Run 1, clock network drawn from the DEF:
Scale: 4 px per um.
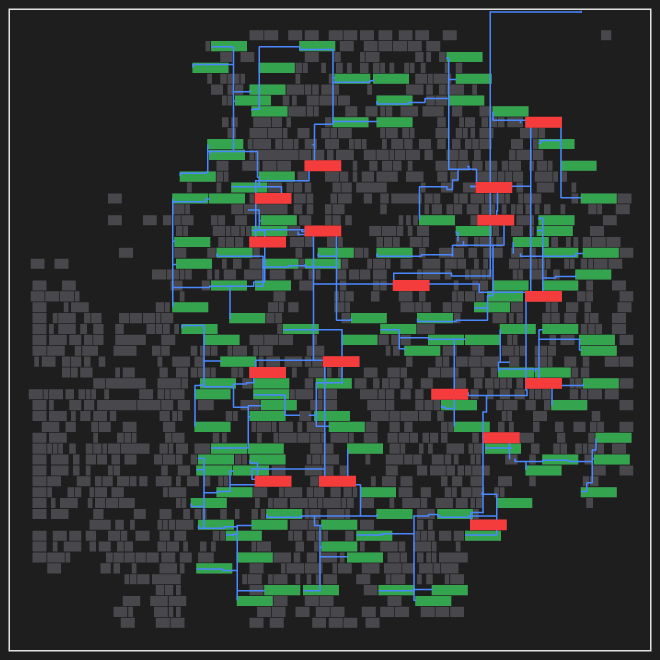
Run 1, pin map:
Scale: 1.5 px per um. Pins as bars across the die edge, other pins in gray.
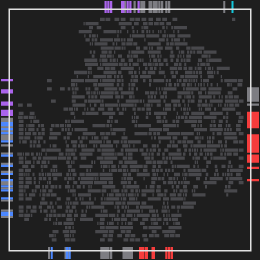
Run 1, clock routing:
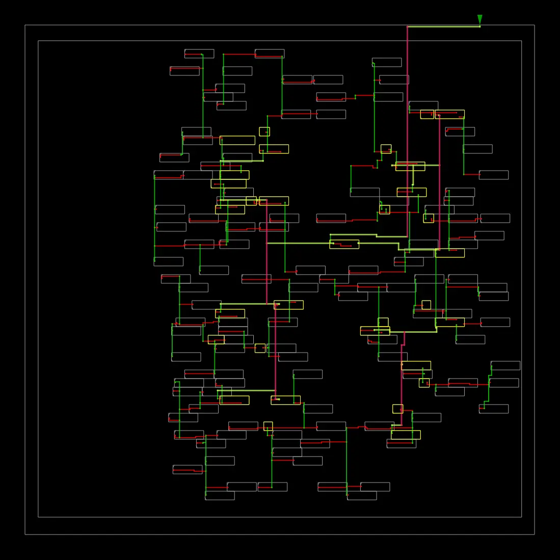
Design axppa_error_monitor, sky130hd; sources not shown.
==> results.json, run 1 <==
{
  "outcome": "finished, final reports clean",
  "tightestPinTransition_ns": 0.969,
  "buffer_type_at_the_clock_tree_root": "clkbuf_16",
  "timing.reg2reg.worst_path_depth": 11,
  "worst_path_cell_chain": "clkdlybuf4s50_1 > ha_1 > inv_1 > fa_1 > a21o_1 > a221o_2 > a2111oi_4 > nor3_2 > xor2_2 > nor3_2 > and4bb_1 > or4_1 > o2111ai_1",
  "design.portCount": 124,
  "critPathCaptureType": "register",
  "synth_area_per_cell_um2": 8.71,
  "cts.path.max_buffers": 2,
  "post_cts.resized_instances": 0,
  "yosysTopAreaCellShare_pct": 32.0,
  "worst-setup-path-type": "input pin to register",
  "power.sequential.total_mw": 1.22,
  "synth_area_mm2": 0.00924,
  "drv_cap": 0,
  "power_leakage_nw": 4.81,
  "synth.most_common_cell": "dfrtp_1",
  "grt_use_met3_pct": 4.23,
  "worst-path-buf-inv": 2,
  "m1WireLength_um": 11200,
  "unrepaired_setup_endpoints_after_global_routing": "no",
  "cts_tree": "yes",
  "grt_remaining_overflow": 0,
  "power.sequential.fraction_pct": 28.5,
  "routabilityCongestion": 0.884,
  "drc": 0,
  "post-place-cells": 1433,
  "grt_first_pass_wirelength_um": 40000,
  "path_delay_family": "AND-OR/OR-AND gates",
  "postLayoutCoreUtil_pct": 49.6,
  "holdCritPathClass": "input pin to async pin",
  "whs_ns": 0.416,
  "crit_cells": 13,
  "cellInternalPower_mw": 2.43,
  "place_area_mm2": 0.0107,
  "timing.max_slew.rel_slack_pct": 35.4,
  "worst-endpoint-arrival_ns": 3.98,
  "grtUsageTotal_pct": 18.8,
  "globalRoute.busiestLayer": "met2",
  "detail_route.first_pass.iterations": 7,
  "rows": 55,
  "design.core.area_mm2": 0.0227,
  "groute.layer.met2.usage_pct": 29.9,
  "layout-drive-gt1-share_pct": 7.46,
  "antenna_found_initial": 0,
  "insertedDiodeCount": 0,
  "wl_met2_um": 11000,
  "yosys_most_used_dff": "dfrtp_1",
  "post_drt_wl_per_cell_um": 16.3,
  "synth-edff-count": 0,
  "yosys_warns": 6,
  "fmax_ghz": 0.274,
  "ctsHtreeMaxLevel": 4,
  "drt-total-wl_um": 23900,
  "tool_warnings": 30,
  "ys_seq_share_pct": 32.0,
  "finish.net_count": 1299,
  "cts_hold_fix_bufs": 0,
  "critical-path-top-cell-by-count": "nor3_2",
  "final-instance-count-excl-fill": 1465,
  "place_hpwl_um": 17800,
  "place_worst_setup_slack_ns": 3.02
}
Back to the opening pictures, 'clock network drawn from the DEF':
blue -> clock wires  # length 1770 um
green -> flip-flops  # count 118
red -> clock-net drivers  # count 17
routed clock nets = 18
portion of total power attributed to the clock network: 20.8%
largest clock skew in the final design: 0.00786 ns
clock group power: 0.887 mW

Back to the opening pictures, 'pin map':
red -> ed_sum  # pins 33, direction output, edge 23 right, 10 bottom
cyan -> rst_n  # pins 1, direction input, edge top
purple -> err_count  # pins 16, direction output, edge 8 top, 8 left
blue -> exact_res  # pins 17, direction input, edge 14 left, 3 bottom
all pins by edge = 39 left, 31 right, 30 bottom, 24 top
Die W: 160 um
number of input and output port buffers inserted: 123
Chip Height: 160 um

Back to the opening pictures, 'clock routing':
number of flip-flops and latches: 118
number of sinks handled by clock tree synthesis: 118
number of clock-tree buffers in the layout: 18
clock latency at the later pin of the worst-skew pair: 0.42 ns

run 1: area by class of cell:
| cell class | instances | area (um^2) |
|---|---|---|
| fillers | 2160 | 11400 |
| multi-input cells | 828 | 5800 |
| flip-flops and latches | 118 | 2950 |
| repair buffers | 131 | 1290 |
| clock buffers | 18 | 439 |
| well taps | 285 | 357 |
| inverters | 71 | 267 |
| clock inverters | 14 | 165 |
run 1: logic make-up after synthesis:
logic type	after synthesis	share of synthesized area, %
AND-OR/OR-AND	276	20.2
XOR/XNOR	67	6.51
adder cells (fa/ha/maj)	78	10.7
buffers and inverters	115	5.34
flip-flops	118	32.0
multiplexers	36	3.95
AND/OR/NAND/NOR	371	21.4
==> inputs of run 2 (changes only) <==
Settings changed: ABC_CLOCK_PERIOD_IN_PS 7100 to 3000, PLACE_DENSITY 0.68 to 0.71.
Clock period 7.1 ns to 3 ns, I/O delays scaled along.
Run 2, M2 wires:
Scale: 2 px per um.
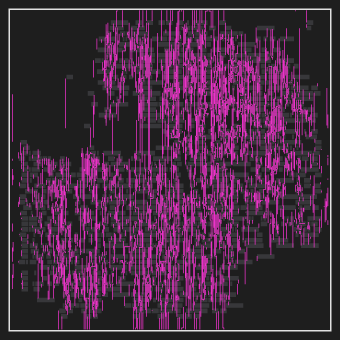
wire length on this layer = 11900 um
longest straight run = 57.5 um
main direction = vertical
total via count after detailed routing: 8708
final WL: 25600 um
M2 GR Usage: 32.5%

==> results.json, run 2 <==
{
  "place_hpwl_um": 19200,
  "globalRoute.busiestLayer": "met2",
  "detail_route.first_pass.iterations": 6,
  "cts.sinks": 118,
  "grt_remaining_overflow": 0,
  "grt_use_met3_pct": 5.29,
  "yosys.area_share.aoi_pct": 20.2,
  "final-instance-count-excl-fill": 1576,
  "worst-path-buf-inv": 3,
  "design.core.area_mm2": 0.0227,
  "yosysTopAreaCellShare_pct": 32.0,
  "fmax_ghz": 0.343,
  "path_delay_family": "AND-OR/OR-AND gates",
  "tap-cell-count": 285,
  "outcome": "finished, final reports clean",
  "critPathCaptureType": "register",
  "worst-endpoint-arrival_ns": 3.22,
  "post_drt_wl_per_cell_um": 16.2,
  "timing.max_slew.rel_slack_pct": 50.6,
  "unrepaired_setup_endpoints_after_global_routing": "yes",
  "seq_cells": 118,
  "design.portCount": 124,
  "timing.reg2reg.worst_path_depth": 9,
  "synth_simple_gate_area_share_pct": 21.4,
  "yosys_most_used_dff": "dfrtp_1",
  "layout-drive-gt1-share_pct": 16.7,
  "dieWidth_um": 160,
  "whs_ns": 0.373,
  "multi_input_comb_cells": 828,
  "drc": 0,
  "worst-setup-path-type": "input pin to register",
  "m1WireLength_um": 11300,
  "wl_met2_um": 11900,
  "layout.area.seq_mm2": 0.00295,
  "synth_area_per_cell_um2": 8.71,
  "routabilityCongestion": 0.903,
  "seq_area_share_pct": 24.2,
  "tightestPinTransition_ns": 0.735,
  "comb-cell-share_pct": 48.2,
  "tool_warnings": 32,
  "post-place-cells": 1530,
  "ctsHtreeMaxLevel": 4,
  "synth.cellmix.xorXnorShare_pct": 6.51,
  "finish.net_count": 1410,
  "place_area_mm2": 0.0114,
  "synth-edff-count": 0,
  "drt-initial-drc-count": 520,
  "num-fill-cells": 2068,
  "synth.most_common_cell": "dfrtp_1",
  "postLayoutCoreUtil_pct": 53.8,
  "drv_cap": 0,
  "worst_path_cell_chain": "clkdlybuf4s50_1 > ha_4 > a21o_4 > a221o_2 > a2111oi_4 > buf_4 > nor3_2 > xor2_2 > buf_4 > nor3_4 > a31oi_1 > nor4bb_2 > nand2_1",
  "synth-adder-area-share_pct": 10.7,
  "top_logic_kind": "simple AND/OR/NAND/NOR gates",
  "antenna_found_initial": 0,
  "power_leakage_nw": 5.37,
  "fin_area_mm2": 0.0122,
  "rows": 55,
  "buffer_type_at_the_clock_tree_root": "clkbuf_16",
  "nonClkBufAreaFrac_pct": 17.5,
  "cts.path.max_buffers": 2,
  "layout.area.comb_mm2": 0.00589,
  "yosys_warns": 6,
  "clock_latency_at_the_later_pin_of_the_worst_skew_pair_ns": 0.42,
  "place.port_buffers": 123,
  "buffers_excl_clock": 242,
  "crit_cells": 13,
  "ys_seq_share_pct": 32.0,
  "grtUsageTotal_pct": 19.8,
  "chip_height_um": 160
}
Run 2, clock routing:
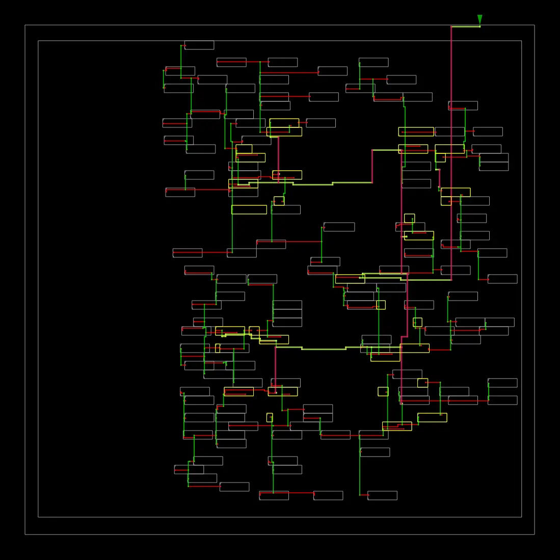
clock group power: 2.12 mW
largest clock skew in the final design: 0.00760 ns
CTS Buf Count: 17
number of clock-tree buffers in the layout: 19

run 2: through the flow:
stage | setup WS (ns) | power (mW)
final | 0.0846 | 10.7
after global routing | -0.0483 | 11.6
after CTS | 0.00288 | 10.6
after detailed placement | -0.596 | 8.39
after global placement | -0.544 | 8.23
after floorplan | -0.0885 | 6.41
run 2: timing repair:
action,CTS,global route
endpoints found under the setup margin,3,9
hold endpoints to repair,33,0
buffers inserted,8,5
pin swaps,12,12
gates resized,13,13
hold buffers,1,0
run 2: power by group:
part	switching, mW	internal (mW)	total (mW)	leakage [nW]
clock network	0.780	1.34	2.12	0.295
registers	0.633	2.12	2.75	1.54
logic	3.11	2.76	5.87	3.54
total	4.53	6.21	10.7	5.37
Power is estimated from default activity; no workload was simulated.
